Run 1, register map, names as in the netlist:
Bar = 20 µm.
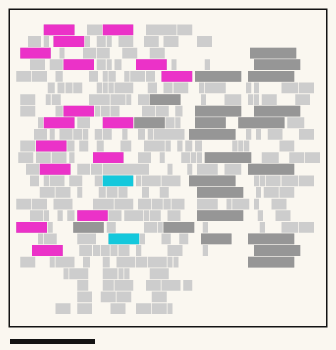
Run 1, placement view:
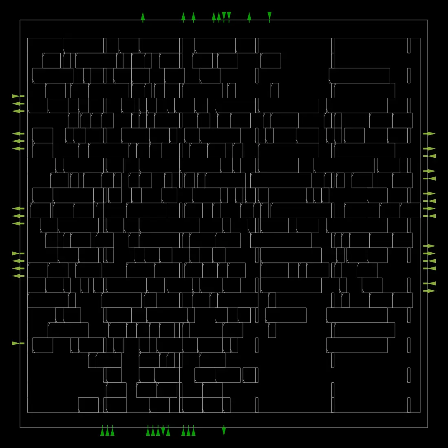
Run 1, met3 routing:
Bar = 20 µm.
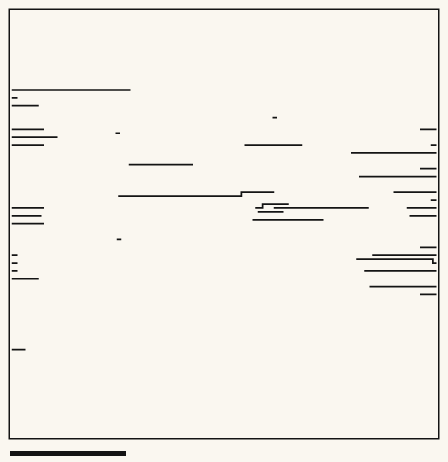
**src/rtl/fifo_pkg.sv**
```systemverilog
// rtl/fifo_pkg.sv - shared types, default widths and occupancy width helper for the FIFO read side
package fifo_pkg;

  localparam int DEFAULT_BITNUMBER = 8;
  localparam int DEFAULT_LENGTH    = 8;

  // Occupancy must represent 0..LENGTH inclusive, hence the extra bit.
  function automatic int cw_of(input int length);
    return $clog2(length) + 1;
  endfunction

  localparam int CW = cw_of(DEFAULT_LENGTH);

  typedef enum logic [1:0] {
    IDLE   = 2'd0,
    ACTIVE = 2'd1,
    DRAIN  = 2'd2
  } state_t;

endpackage

```
**src/rtl/fifo_lector_if.sv**
```systemverilog
// rtl/fifo_lector_if.sv - FIFO-side, downstream and flow-control signals of the read controller
interface fifo_lector_if
  import fifo_pkg::*;
#(
  parameter int BITNUMBER = DEFAULT_BITNUMBER,
  parameter int LENGTH    = DEFAULT_LENGTH
);
  localparam int IF_CW = cw_of(LENGTH);

  logic                 Fifo_empty;
  logic [IF_CW-1:0]     Fifo_count;
  logic [BITNUMBER-1:0] Fifo_Data_out;
  logic                 Fifo_rd;
  logic                 rd_en;
  logic [2:0]           Umbral_alto;
  logic [2:0]           Umbral_bajo;
  logic                 out_ready;
  logic                 valid_out;
  logic [BITNUMBER-1:0] data_out;
  logic                 pause;
  logic [15:0]          words_out;

  modport master (
    input  Fifo_empty, Fifo_count, Fifo_Data_out, rd_en,
           Umbral_alto, Umbral_bajo, out_ready,
    output Fifo_rd, valid_out, data_out, pause, words_out
  );

  modport slave (
    output Fifo_empty, Fifo_count, Fifo_Data_out, rd_en,
           Umbral_alto, Umbral_bajo, out_ready,
    input  Fifo_rd, valid_out, data_out, pause, words_out
  );

endinterface

```
**src/rtl/fifo_lector_skid_buffer2.sv**
```systemverilog
// rtl/fifo_lector_skid_buffer2.sv - two-entry circular skid buffer absorbing the FIFO read latency
module skid_buffer2 #(
  parameter int W = 8
) (
  input  logic         clk,
  input  logic         reset,
  input  logic         push,
  input  logic [W-1:0] push_data,
  input  logic         pop,
  output logic [W-1:0] data,
  output logic [1:0]   occ
);

  logic [W-1:0] mem [2];
  logic         head;
  logic         wr_idx;
  logic         push_ok;
  logic         pop_ok;

  // Tail sits one slot past head when a single word is held.
  assign wr_idx  = head ^ occ[0];
  assign push_ok = push & (occ != 2'd2);
  assign pop_ok  = pop & (occ != 2'd0);
  assign data    = mem[head];

  always_ff @(posedge clk) begin
    if (!reset) begin
      mem[0] <= '0;
      mem[1] <= '0;
      head   <= 1'b0;
      occ    <= 2'd0;
    end else begin
      if (push_ok) mem[wr_idx] <= push_data;
      if (pop_ok)  head <= ~head;
      case ({push_ok, pop_ok})
        2'b10:   occ <= occ + 2'd1;
        2'b01:   occ <= occ - 2'd1;
        default: occ <= occ;
      endcase
    end
  end

endmodule

```
**src/rtl/fifo_lector.sv**
```systemverilog
// rtl/fifo_lector.sv - FIFO read controller with skid buffer, pause hysteresis and delivered-word counter
module fifo_lector
  import fifo_pkg::*;
#(
  parameter int BITNUMBER = DEFAULT_BITNUMBER,
  parameter int LENGTH    = DEFAULT_LENGTH
) (
  input  logic           clk,
  input  logic           reset,
  fifo_lector_if.master  bus
);

  localparam int LCW = cw_of(LENGTH);

  state_t               state;
  state_t               state_nx;
  logic [1:0]           occ;
  logic                 inflight;
  logic                 pop;
  logic                 fifo_rd;
  logic [2:0]           pend;
  logic [2:0]           limit;
  logic [BITNUMBER-1:0] head_data;
  logic                 pause_r;
  logic [15:0]          words_r;
  logic [LCW-1:0]       alto;
  logic [LCW-1:0]       bajo;

  assign pop   = (occ != 2'd0) & bus.out_ready;
  assign pend  = {1'b0, occ} + {2'b0, inflight};
  // Credit check: words held plus words in flight, less the one leaving now, must fit in 2.
  assign limit = 3'd1 + {2'b0, pop};
  assign fifo_rd = (state == ACTIVE) & ~bus.Fifo_empty & (pend <= limit);

  assign bus.Fifo_rd   = fifo_rd;
  assign bus.valid_out = (occ != 2'd0);
  assign bus.data_out  = head_data;
  assign bus.pause     = pause_r;
  assign bus.words_out = words_r;

  skid_buffer2 #(.W(BITNUMBER)) u_skid (
    .clk       (clk),
    .reset     (reset),
    .push      (inflight),
    .push_data (bus.Fifo_Data_out),
    .pop       (pop),
    .data      (head_data),
    .occ       (occ)
  );

  always_ff @(posedge clk) begin
    if (!reset) begin
      state    <= IDLE;
      inflight <= 1'b0;
    end else begin
      state    <= state_nx;
      inflight <= fifo_rd;
    end
  end

  always_comb begin
    state_nx = state;
    case (state)
      IDLE:   if (bus.rd_en) state_nx = ACTIVE;
      ACTIVE: if (!bus.rd_en) state_nx = (inflight || occ != 2'd0) ? DRAIN : IDLE;
      DRAIN: begin
        if (bus.rd_en)                        state_nx = ACTIVE;
        else if (!inflight && occ == 2'd0)    state_nx = IDLE;
      end
      default: state_nx = IDLE;
    endcase
  end

  assign alto = LCW'(bus.Umbral_alto);
  assign bajo = LCW'(bus.Umbral_bajo);

  // Inverted or equal thresholds collapse to a plain comparator.
  always_ff @(posedge clk) begin
    if (!reset) begin
      pause_r <= 1'b0;
    end else if (alto <= bajo) begin
      pause_r <= (bus.Fifo_count >= alto);
    end else if (bus.Fifo_count >= alto) begin
      pause_r <= 1'b1;
    end else if (bus.Fifo_count <= bajo) begin
      pause_r <= 1'b0;
    end
  end

  always_ff @(posedge clk) begin
    if (!reset) words_r <= 16'd0;
    else if (pop) words_r <= words_r + 16'd1;
  end

endmodule

```
**src/flat_wrapper.sv**
```systemverilog
// flat-port wrapper written by rule: the top's interface ports become plain ports
module fifo_lector_flat import fifo_pkg::*;
#(
  parameter int BITNUMBER = DEFAULT_BITNUMBER,
  parameter int LENGTH    = DEFAULT_LENGTH
)
  (clk, reset, bus_Fifo_empty, bus_Fifo_count, bus_Fifo_Data_out, bus_rd_en, bus_Umbral_alto, bus_Umbral_bajo, bus_out_ready, bus_Fifo_rd, bus_valid_out, bus_data_out, bus_pause, bus_words_out);
  fifo_lector_if #(.BITNUMBER(BITNUMBER), .LENGTH(LENGTH)) bus_i ();
  input  logic clk;
  input  logic reset;
  input wire logic [$bits(bus_i.Fifo_empty)-1:0] bus_Fifo_empty;
  input wire logic [$bits(bus_i.Fifo_count)-1:0] bus_Fifo_count;
  input wire logic [$bits(bus_i.Fifo_Data_out)-1:0] bus_Fifo_Data_out;
  input wire logic [$bits(bus_i.rd_en)-1:0] bus_rd_en;
  input wire logic [$bits(bus_i.Umbral_alto)-1:0] bus_Umbral_alto;
  input wire logic [$bits(bus_i.Umbral_bajo)-1:0] bus_Umbral_bajo;
  input wire logic [$bits(bus_i.out_ready)-1:0] bus_out_ready;
  output wire logic [$bits(bus_i.Fifo_rd)-1:0] bus_Fifo_rd;
  output wire logic [$bits(bus_i.valid_out)-1:0] bus_valid_out;
  output wire logic [$bits(bus_i.data_out)-1:0] bus_data_out;
  output wire logic [$bits(bus_i.pause)-1:0] bus_pause;
  output wire logic [$bits(bus_i.words_out)-1:0] bus_words_out;
  assign bus_i.Fifo_empty = bus_Fifo_empty;
  assign bus_i.Fifo_count = bus_Fifo_count;
  assign bus_i.Fifo_Data_out = bus_Fifo_Data_out;
  assign bus_i.rd_en = bus_rd_en;
  assign bus_i.Umbral_alto = bus_Umbral_alto;
  assign bus_i.Umbral_bajo = bus_Umbral_bajo;
  assign bus_i.out_ready = bus_out_ready;
  assign bus_Fifo_rd = bus_i.Fifo_rd;
  assign bus_valid_out = bus_i.valid_out;
  assign bus_data_out = bus_i.data_out;
  assign bus_pause = bus_i.pause;
  assign bus_words_out = bus_i.words_out;
  fifo_lector #(.BITNUMBER(BITNUMBER), .LENGTH(LENGTH)) u_core (.clk(clk), .reset(reset), .bus(bus_i));
endmodule
```
**config.mk**
```make
export PLATFORM = sky130hd
export DESIGN_NAME = fifo_lector_flat
export DESIGN_NICKNAME = d
export VERILOG_FILES = /design/src/rtl/fifo_pkg.sv /design/src/rtl/fifo_lector_if.sv /design/src/rtl/fifo_lector_skid_buffer2.sv /design/src/rtl/fifo_lector.sv /design/src/flat_wrapper.sv
export SDC_FILE = /design/constraint.sdc
export NUM_CORES = 1
export LEC_CHECK = 0
export CAP_MARGIN = 5
export CORE_UTILIZATION = 40
export CTS_BUF_LIST = sky130_fd_sc_hd__clkbuf_4 sky130_fd_sc_hd__clkbuf_8
export CTS_CLUSTER_SIZE = 16
export DETAILED_ROUTE_END_ITERATION = 8
export HOLD_SLACK_MARGIN = 0.02
export PLACE_DENSITY = 0.73
export REMOVE_ABC_BUFFERS = 1
export SYNTH_ARGS = -nofsm -noshare
export SYNTH_HDL_FRONTEND = slang
export SYNTH_HIERARCHICAL = 1
export SYNTH_SLANG_ARGS = --single-unit
```
**constraint.sdc**
```tcl
create_clock -name clk -period 3.9 [get_ports clk]
set_clock_uncertainty 0.05 [all_clocks]
set_input_delay 0.78 -clock clk [delete_from_list [all_inputs] [get_ports clk]]
set_output_delay 0.78 -clock clk [all_outputs]
set_load 0.05 [all_outputs]
```
==> results.cfg, run 1 <==
; physical design summary
[synthesis]
top_cell = nor2_1
ys_types = 37
ys_cells = 214
synthDominantCellAreaShare_pct = 23.16
syn_area_um2 = 2074
yosys_area_um2 = 2074
top_cells_by_count = 30 x nor2_1, 24 x dfxtp_1, 18 x inv_1, 18 x nand2_1, 16 x edfxtp_1

[clocking]
clock_path_buffers = 2
clk_pin_slew_ns = 0.07
cts_resized = 0

[layout]
diodes = 0
synthToLayoutAreaGrowth_pct = 33.17

[hold_path]
hp-class = reg2reg

[final_timing]
final-setup-viol-count = 0
finalHoldViolCount = 0
worst_pin_slew_ns = 1.218
finalSetupTns_ns = 0

[die]
top_level_ports = 50
num_rows = 25
chip_area_um2 = 5478

[setup_path]
r2r_start = u_core/u_skid/occ[0]$_SDFFE_PN0P_
endpoint = bus_Fifo_rd
r2r_cells = 8
cp_max_fo = 10
cp-start-kind = primary input
path_class = in2out

[global_routing]
grt_start_max_net_pins = 18
grt_overflow_total = 0
grt_usage_pct = 16.46

[detailed_routing]
routed_wl_um = 4215

[placement]
hpwl_um = 2996
port_buffers = 49

[power_and_ir_drop]
power.density_nw_per_um2 = 329.8
p_sw_share_pct = 22.70
peakVddDrop_mv = 0.1527
power_w = 0.0009111

[status]
status = complete, no violations

[flow_run]
warnings = 26
Back to the opening pictures, 'register map, names as in the netlist':
colour	signal	sequential cells
magenta	u_core/bus.words_out	16
cyan	u_core/u_skid/occ	2
not coloured	22

Back to the opening pictures, 'placement view':
flop share of the area: 34.78%
Core ar.: 4848 µm²
Layout Utilization: 56.98%

Back to the opening pictures, 'met3 routing':
nets with wire on the layer	35
longest straight run	21.2 µm

[run 1: registers in the layout (all words and copies together), names as in the netlist, named ones only]
name / count
u_core/bus.pause: 1
u_core/bus.words_out: 16
u_core/inflight: 1
u_core/state: 2
u_core/u_skid/head: 1
u_core/u_skid/mem: 16
u_core/u_skid/occ: 2
[run 1: cells by family after synthesis]
family	synth area share [%]
adders and majority gates	9.409
muxes	5.790
and+or+nand+nor	20.14
DFF	46.32
buffers and inverters	4.583
xor gates and xnor gates	5.911
AOI/OAI and AO/OA	7.841
[run 1: cells in the final DEF (no fill, tap or decap), types with 6 or more instances in the layout]
master	n
nand2_1	18
clkbuf_8	6
o21ai_0	6
mux2_2	8
a21oi_1	7
ha_1	14
xnor2_1	12
edfxtp_1	16
nor2_1	30
dfxtp_1	24
inv_1	18
clkdlybuf4s50_1	48
[run 1: power by group through the flow]
| stage | clock, W | combinational [W] | sequential, W |
|---|---|---|---|
| after floorplan | 0 | 0.0000594 | 0.000463 |
| after global placement | 0 | 0.000115 | 0.000459 |
| after detailed placement | 0 | 0.000116 | 0.000460 |
| after CTS | 0.000347 | 0.000118 | 0.000450 |
| after global routing | 0.000367 | 0.000125 | 0.000451 |
| final | 0.000344 | 0.000117 | 0.000450 |
[run 1: stage by stage]
step           hold slack (ns)  cell area (µm²)  cells
6_report                0.4364             2763    335
5_1_grt                 0.4565             2763    335
4_1_cts                 0.4379             2763    335
3_5_place_dp            0.4251             2646    327
3_3_place_gp            0.4103             2646    327
2_1_floorplan           0.3875             2047    209
[run 1: worst max-delay path, stage by stage]
cell and delay, ns:
clkdlybuf4s50_1 0.43, o21ai_2 0.17, inv_1 0.14, fa_1 0.50
o31a_1 0.31, a21oi_1 0.13, nor4b_1 0.07, buf_4 0.14
buf_12 0.14
[run 1: worst min-delay path by stage]
stage,end,depth (start not counted),slack [ns],start
6_report,u_core/state[0]$_SDFFE_PN0P_,1,0.44,u_core/state[1]$_SDFFE_PN0P_
3_5_place_dp,u_core/state[0]$_SDFFE_PN0P_,1,0.43,u_core/state[0]$_SDFFE_PN0P_
3_3_place_gp,u_core/bus.words_out[15]$_SDFFE_PN0P_,2,0.41,u_core/bus.words_out[15]$_SDFFE_PN0P_
4_1_cts,u_core/state[0]$_SDFFE_PN0P_,1,0.44,u_core/state[1]$_SDFFE_PN0P_
5_1_grt,u_core/bus.words_out[15]$_SDFFE_PN0P_,2,0.46,u_core/bus.words_out[15]$_SDFFE_PN0P_
2_1_floorplan,u_core/state[0]$_SDFFE_PN0P_,1,0.39,u_core/state[0]$_SDFFE_PN0P_
[run 1: layout make-up]
cell class	instances	share of cell area [%]
multi-input combinational	151	36.87
sequential	40	34.78
timing repair buffer	51	18.66
tap	67	3.034
clock buffer	6	2.989
inverter	18	2.446
clock inverter	2	1.223
[run 1: routing by layer]
metal,vias up,share of wire (%),GRT usage [%]
met5,-,0,0
met4,0,1.0,5.128
met3,7,6.1,3.930
met2,44,48,30.51
met1,745,45,18.54
li1,849,-,-
==> run 1 -> run 2 <==
--- a/config.mk
+++ b/config.mk
@@ -10,9 +10,11 @@
 export CTS_BUF_LIST = sky130_fd_sc_hd__clkbuf_4 sky130_fd_sc_hd__clkbuf_8
 export CTS_CLUSTER_SIZE = 16
 export DETAILED_ROUTE_END_ITERATION = 8
+export DONT_BUFFER_PORTS = 1
 export HOLD_SLACK_MARGIN = 0.02
-export PLACE_DENSITY = 0.73
+export PLACE_DENSITY = 0.6
 export REMOVE_ABC_BUFFERS = 1
+export SKIP_CTS_REPAIR_TIMING = 1
 export SYNTH_ARGS = -nofsm -noshare
 export SYNTH_HDL_FRONTEND = slang
 export SYNTH_HIERARCHICAL = 1
Run 2, cell density map:
7 x 7 tiles, from white (low) to dark blue (high), 0 to 100% covered.
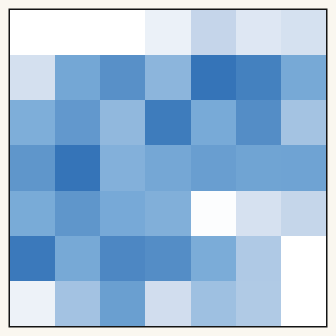
densest ninth of the die	left middle
emptiest ninth of the die	bottom right
fullest tile	72%
nearly empty tiles	12%
Layout Utilization: 46.92%
fp util: 42.79%

==> run 2 against run 1 <==
Worst setup slack better by 0.25 ns. Combinational power down 38%. Register-to-register slack worse by 0.16 ns. Hold slack lost 0.022 ns. Fmax up 7.3%. Non-clock buffer count fell by 48. Cell area is 18% lower. Largest power group unchanged.
==> results.cfg, run 2 <==
; physical design summary
[die]
top_level_ports = 50
chip_area_um2 = 5478
num_rows = 25
coreArea_um2 = 4848

[setup_path]
cp-start-kind = flop
cp_max_fo = 12
path_class = reg2out

[clocking]
clk_pin_slew_ns = 0.08
clock_path_buffers = 2

[global_routing]
grt_pass1_vias = 1306
grt_overflow_total = 0
grt_start_max_net_pins = 18
grt_usage_pct = 14.26

[placement]
place_ws_ns = 0.6821
port_buffers = 0
dpl.cell_count = 279
hpwl_um = 2711

[hold_path]
hp-class = reg2reg

[synthesis]
top_cells_by_count = 30 x nor2_1, 24 x dfxtp_1, 18 x inv_1, 18 x nand2_1, 16 x edfxtp_1
ys_cells = 214
top_cell = nor2_1
ys_types = 37
yosys_area_um2 = 2074
synthDominantCellAreaShare_pct = 23.16

[detailed_routing]
drtIter0Drc = 39
drc_errors = 0
routed_wl_um = 3679

[power_and_ir_drop]
peakVddDrop_mv = 0.2504
power.density_nw_per_um2 = 381.1
power_w = 0.0008668

[final_timing]
final-setup-viol-count = 0
hold_slack_ns = 0.4139
worst_pin_slew_ns = 0.6477

[layout]
synthToLayoutAreaGrowth_pct = 9.650
diodes = 0

[status]
status = complete, no violations

[flow_run]
warnings = 26
Run 2, placement view:
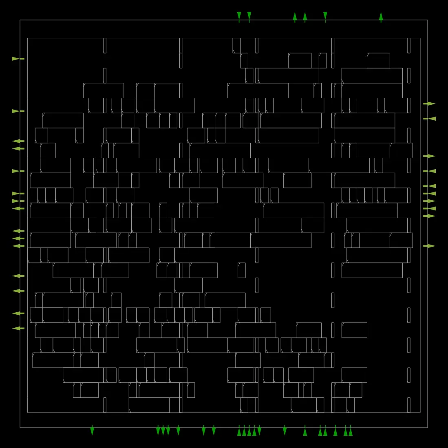
Seq cells: 40
Fillers: 465
tap cells: 67
flop share of the area: 42.24%
Post-Layout Cell Count: 287

run 2: worst paths after layout:
path	startpoint	to	cells after the start
max	u_core/u_skid/occ[0]$_SDFFE_PN0P_	bus_Fifo_rd	7
min	u_core/state[0]$_SDFFE_PN0P_	u_core/state[0]$_SDFFE_PN0P_	1
max reg2reg	u_core/u_skid/occ[0]$_SDFFE_PN0P_	u_core/inflight$_SDFF_PN0_	8
min reg2reg	u_core/state[0]$_SDFFE_PN0P_	u_core/state[0]$_SDFFE_PN0P_	1
run 2: through the flow:
| step | TNS, ns | cell area (µm²) |
|---|---|---|
| 2_1_floorplan | -0.3676 | 2047 |
| 3_3_place_gp | 0 | 2160 |
| 3_5_place_dp | 0 | 2160 |
| 4_1_cts | 0 | 2275 |
| 5_1_grt | 0 | 2275 |
| 6_report | 0 | 2275 |
run 2: metal layers:
metal | vias up | global-route usage [%] | wire length (µm)
li1 | 744 | - | -
met1 | 650 | 16.45 | 1655
met2 | 31 | 24.04 | 1736
met3 | 4 | 5.556 | 241
met4 | 0 | 5.128 | 46
met5 | - | 0 | 0
run 2: cells by family (layout without fill, tap and decap cells):
group / count (synthesis) / in the layout / share of synthesized area [%]
AND/OR/NAND/NOR: 86 / 86 / 20.14
adder cells (fa/ha/maj): 15 / 15 / 9.409
multiplexers: 11 / 11 / 5.790
AND-OR/OR-AND: 25 / 25 / 7.841
flip-flops: 40 / 40 / 46.32
XOR/XNOR: 14 / 14 / 5.911
buffers and inverters: 23 / 29 / 4.583
run 2: final cells by class:
type,instances,area share (%)
Clock inverter,3,2.035
Multi-Input combinational cell,151,45.05
Tap cell,67,3.685
Clock buffer,5,3.025
Sequential cell,40,42.24
Timing Repair Buffer,3,0.9901
Inverter,18,2.970
run 2: where the power goes:
part | total (W) | switching (W) | internal (W)
Sequential | 0.000455 | 0.0000109 | 0.000444
Clock | 0.000340 | 0.000147 | 0.000193
Combinational | 0.0000721 | 0.0000477 | 0.0000243
Total | 0.000867 | 0.000206 | 0.000661
run 2: worst max-delay path: stages (launching register included):
cell and delay, ns:
dfxtp_1 0.46, o21ai_2 0.38, inv_1 0.21, fa_1 0.52, o31a_1 0.31, a21oi_1 0.15
nor4b_2 0.06, buf_4 0.19
==> run 2 -> run 3 <==
--- a/config.mk
+++ b/config.mk
@@ -6,13 +6,13 @@
 export NUM_CORES = 1
 export LEC_CHECK = 0
 export CAP_MARGIN = 5
-export CORE_UTILIZATION = 40
+export CORE_UTILIZATION = 60
 export CTS_BUF_LIST = sky130_fd_sc_hd__clkbuf_4 sky130_fd_sc_hd__clkbuf_8
 export CTS_CLUSTER_SIZE = 16
 export DETAILED_ROUTE_END_ITERATION = 8
 export DONT_BUFFER_PORTS = 1
 export HOLD_SLACK_MARGIN = 0.02
-export PLACE_DENSITY = 0.6
+export PLACE_DENSITY = 0.82
 export REMOVE_ABC_BUFFERS = 1
 export SKIP_CTS_REPAIR_TIMING = 1
 export SYNTH_ARGS = -nofsm -noshare
Run 3, register map, names as in the netlist:
Bar = 20 µm.
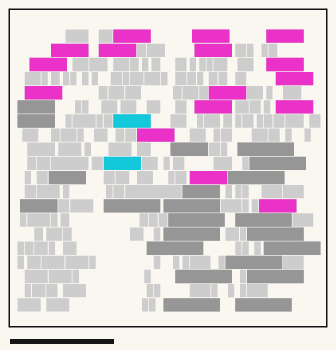
colour	signal	sequential cells
cyan	u_core/u_skid/occ	2
magenta	u_core/bus.words_out	16
not coloured	22

==> run 3 against run 2 <==
Critical path depth stayed put. Largest cell class unchanged. Final cell count is 8.7% lower. Fmax is 2.5% lower. Cell area is 3.5% lower. Via count is 5.1% higher. Largest power group unchanged. Die area is 33% lower. Critical endpoint unchanged. Global-route usage is 7.7 points higher. Power is 8.2% lower. Flip-flop count stayed put. Clock power is 21% lower. First-iteration DRC count is 33% higher.
==> results.cfg, run 3 <==
; physical design summary
[final_timing]
final-setup-viol-count = 0
finalSetupTns_ns = 0
finalHoldViolCount = 0
worst_pin_slew_ns = 1.186

[hold_path]
hp-class = reg2reg

[layout]
instances_no_fill = 262
fillers = 253
diodes = 0
lay_top_cells = 30 x nor2_1, 24 x dfxtp_1, 18 x inv_1, 18 x nand2_1, 16 x edfxtp_1
synthToLayoutAreaGrowth_pct = 5.851
layout.cells.most_common = nor2_1

[placement]
dpl.cell_count = 254

[global_routing]
grt_start_max_net_pins = 18
grt_usage_pct = 21.94
grt_pass1_vias = 1446
grt_overflow_total = 0

[setup_path]
path_class = reg2out
cp-start-kind = flop
cp_max_fo = 12
cp_data_required_time_ns = 3.07

[synthesis]
top_cells_by_count = 30 x nor2_1, 24 x dfxtp_1, 18 x inv_1, 18 x nand2_1, 16 x edfxtp_1
synthDominantCellAreaShare_pct = 23.16
syn_area_um2 = 2074
synth.ff_latch_count = 40
ys_cells = 214
yosys_area_um2 = 2074
top_cell = nor2_1
ys_types = 37

[die]
chip_area_um2 = 3697
top_level_ports = 50
num_rows = 20

[power_and_ir_drop]
peakVddDrop_mv = 0.1688
power.density_nw_per_um2 = 362.3
power_w = 0.0007956

[flow_run]
warnings = 26

[clocking]
clock_path_buffers = 2
clk_pin_slew_ns = 0.10

[detailed_routing]
routed_wl_um = 3804
drc_errors = 0

[status]
status = complete, no violations
Run 3, cell density map:
6 x 6 tiles, from white (low) to dark blue (high), 0 to 100% covered.
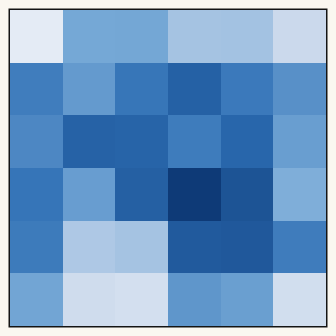
Core ar.: 3178 µm²
Layout Utilization: 69.09%
fp util: 65.28%

-- run 3: cell types whose count changed in the layout (fill, tap and decap cells not counted) --
| cell | change |
|---|---|
| clkbuf_4 | +6 |
| inv_6 | -1 |
| clkinvlp_4 | -1 |
| buf_4 | -2 |
| clkbuf_8 | -5 |
| clkinv_2 | +1 |
-- run 3: power breakdown --
part           internal (W)  switching (W)   total, W
clock              0.000141       0.000129   0.000270
combinational     0.0000228      0.0000475  0.0000704
sequential         0.000444      0.0000110   0.000455
-- run 3: final timing paths --
check,startpoint,end,cells past startpoint
max,u_core/u_skid/occ[0]$_SDFFE_PN0P_,bus_Fifo_rd,7
max reg2reg,u_core/u_skid/occ[0]$_SDFFE_PN0P_,u_core/inflight$_SDFF_PN0_,8
min reg2reg,u_core/state[0]$_SDFFE_PN0P_,u_core/state[0]$_SDFFE_PN0P_,1
min,u_core/state[0]$_SDFFE_PN0P_,u_core/state[0]$_SDFFE_PN0P_,1
-- run 3: cell families (layout without fill, tap and decap cells) --
family	after synthesis	in the layout	share of synthesized area [%]
fa+ha+maj	15	15	9.409
buf+inv	23	27	4.583
flops	40	40	46.32
xor+xnor	14	14	5.911
compound gates	25	25	7.841
mux	11	11	5.790
simple gates	86	86	20.14
-- run 3: metal layers --
| metal | routed length [µm] | part of all wire [%] | GRT usage (%) | vias up |
|---|---|---|---|---|
| met4 | 50 | 1.3 | 7.792 | 0 |
| met3 | 301 | 7.9 | 7.676 | 7 |
| met5 | 0 | 0 | 0 | - |
| met1 | 1532 | 40 | 23.38 | 692 |
| li1 | - | - | - | 740 |
| met2 | 1920 | 50 | 40.03 | 63 |
-- run 3: final cells by class --
class | count | area, µm² | share of cell area (%)
sequential | 40 | 960.9 | 43.76
tap | 44 | 55.05 | 2.507
timing repair buffer | 1 | 7.507 | 0.3419
clock inverter | 2 | 35.03 | 1.595
clock buffer | 6 | 45.04 | 2.051
inverter | 18 | 67.56 | 3.077
multi-input combinational | 151 | 1025 | 46.67
-- run 3: stage by stage --
step / cell area [µm²] / worst slack [ns] / hold WS, ns
after global routing: 2196 / 0.2168 / 0.4457
after detailed placement: 2116 / 0.6998 / 0.4251
after global placement: 2116 / 0.7345 / 0.4002
after floorplan: 2047 / -0.3676 / 0.3875
after CTS: 2196 / 0.4187 / 0.4406
final: 2196 / 0.4085 / 0.4371
-- run 3: worst max-delay path: stages, from the launching register on --
cell and delay (ns):
dfxtp_1 0.46, o21ai_2 0.40, inv_1 0.24, fa_1 0.52, o31a_1 0.30, a21oi_1 0.14, nor4b_2 0.06, buf_4 0.19

==> screenshots <==
Cell classes on the final placement.
image #1
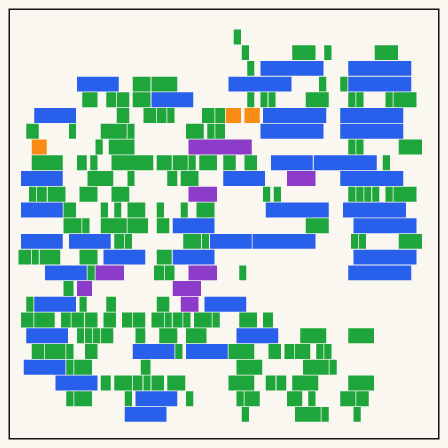
image #2
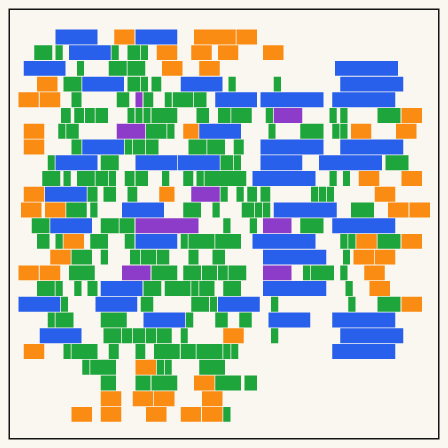
image #3
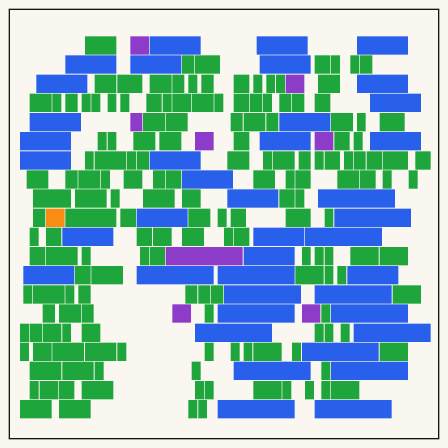
run 1: image #2
run 3: image #3
run 2: image #1
The one with the most cells is image #2.

Key to image #2:
colour	class	cells	share of their area
green	remaining logic cells	169	41%
orange	remaining buffers and delay cells	51	19%
purple	clock drivers and dummy loads	8	4.3%
blue	registers	40	36%

No activity file was given, so power comes from the tool's default toggle rates.
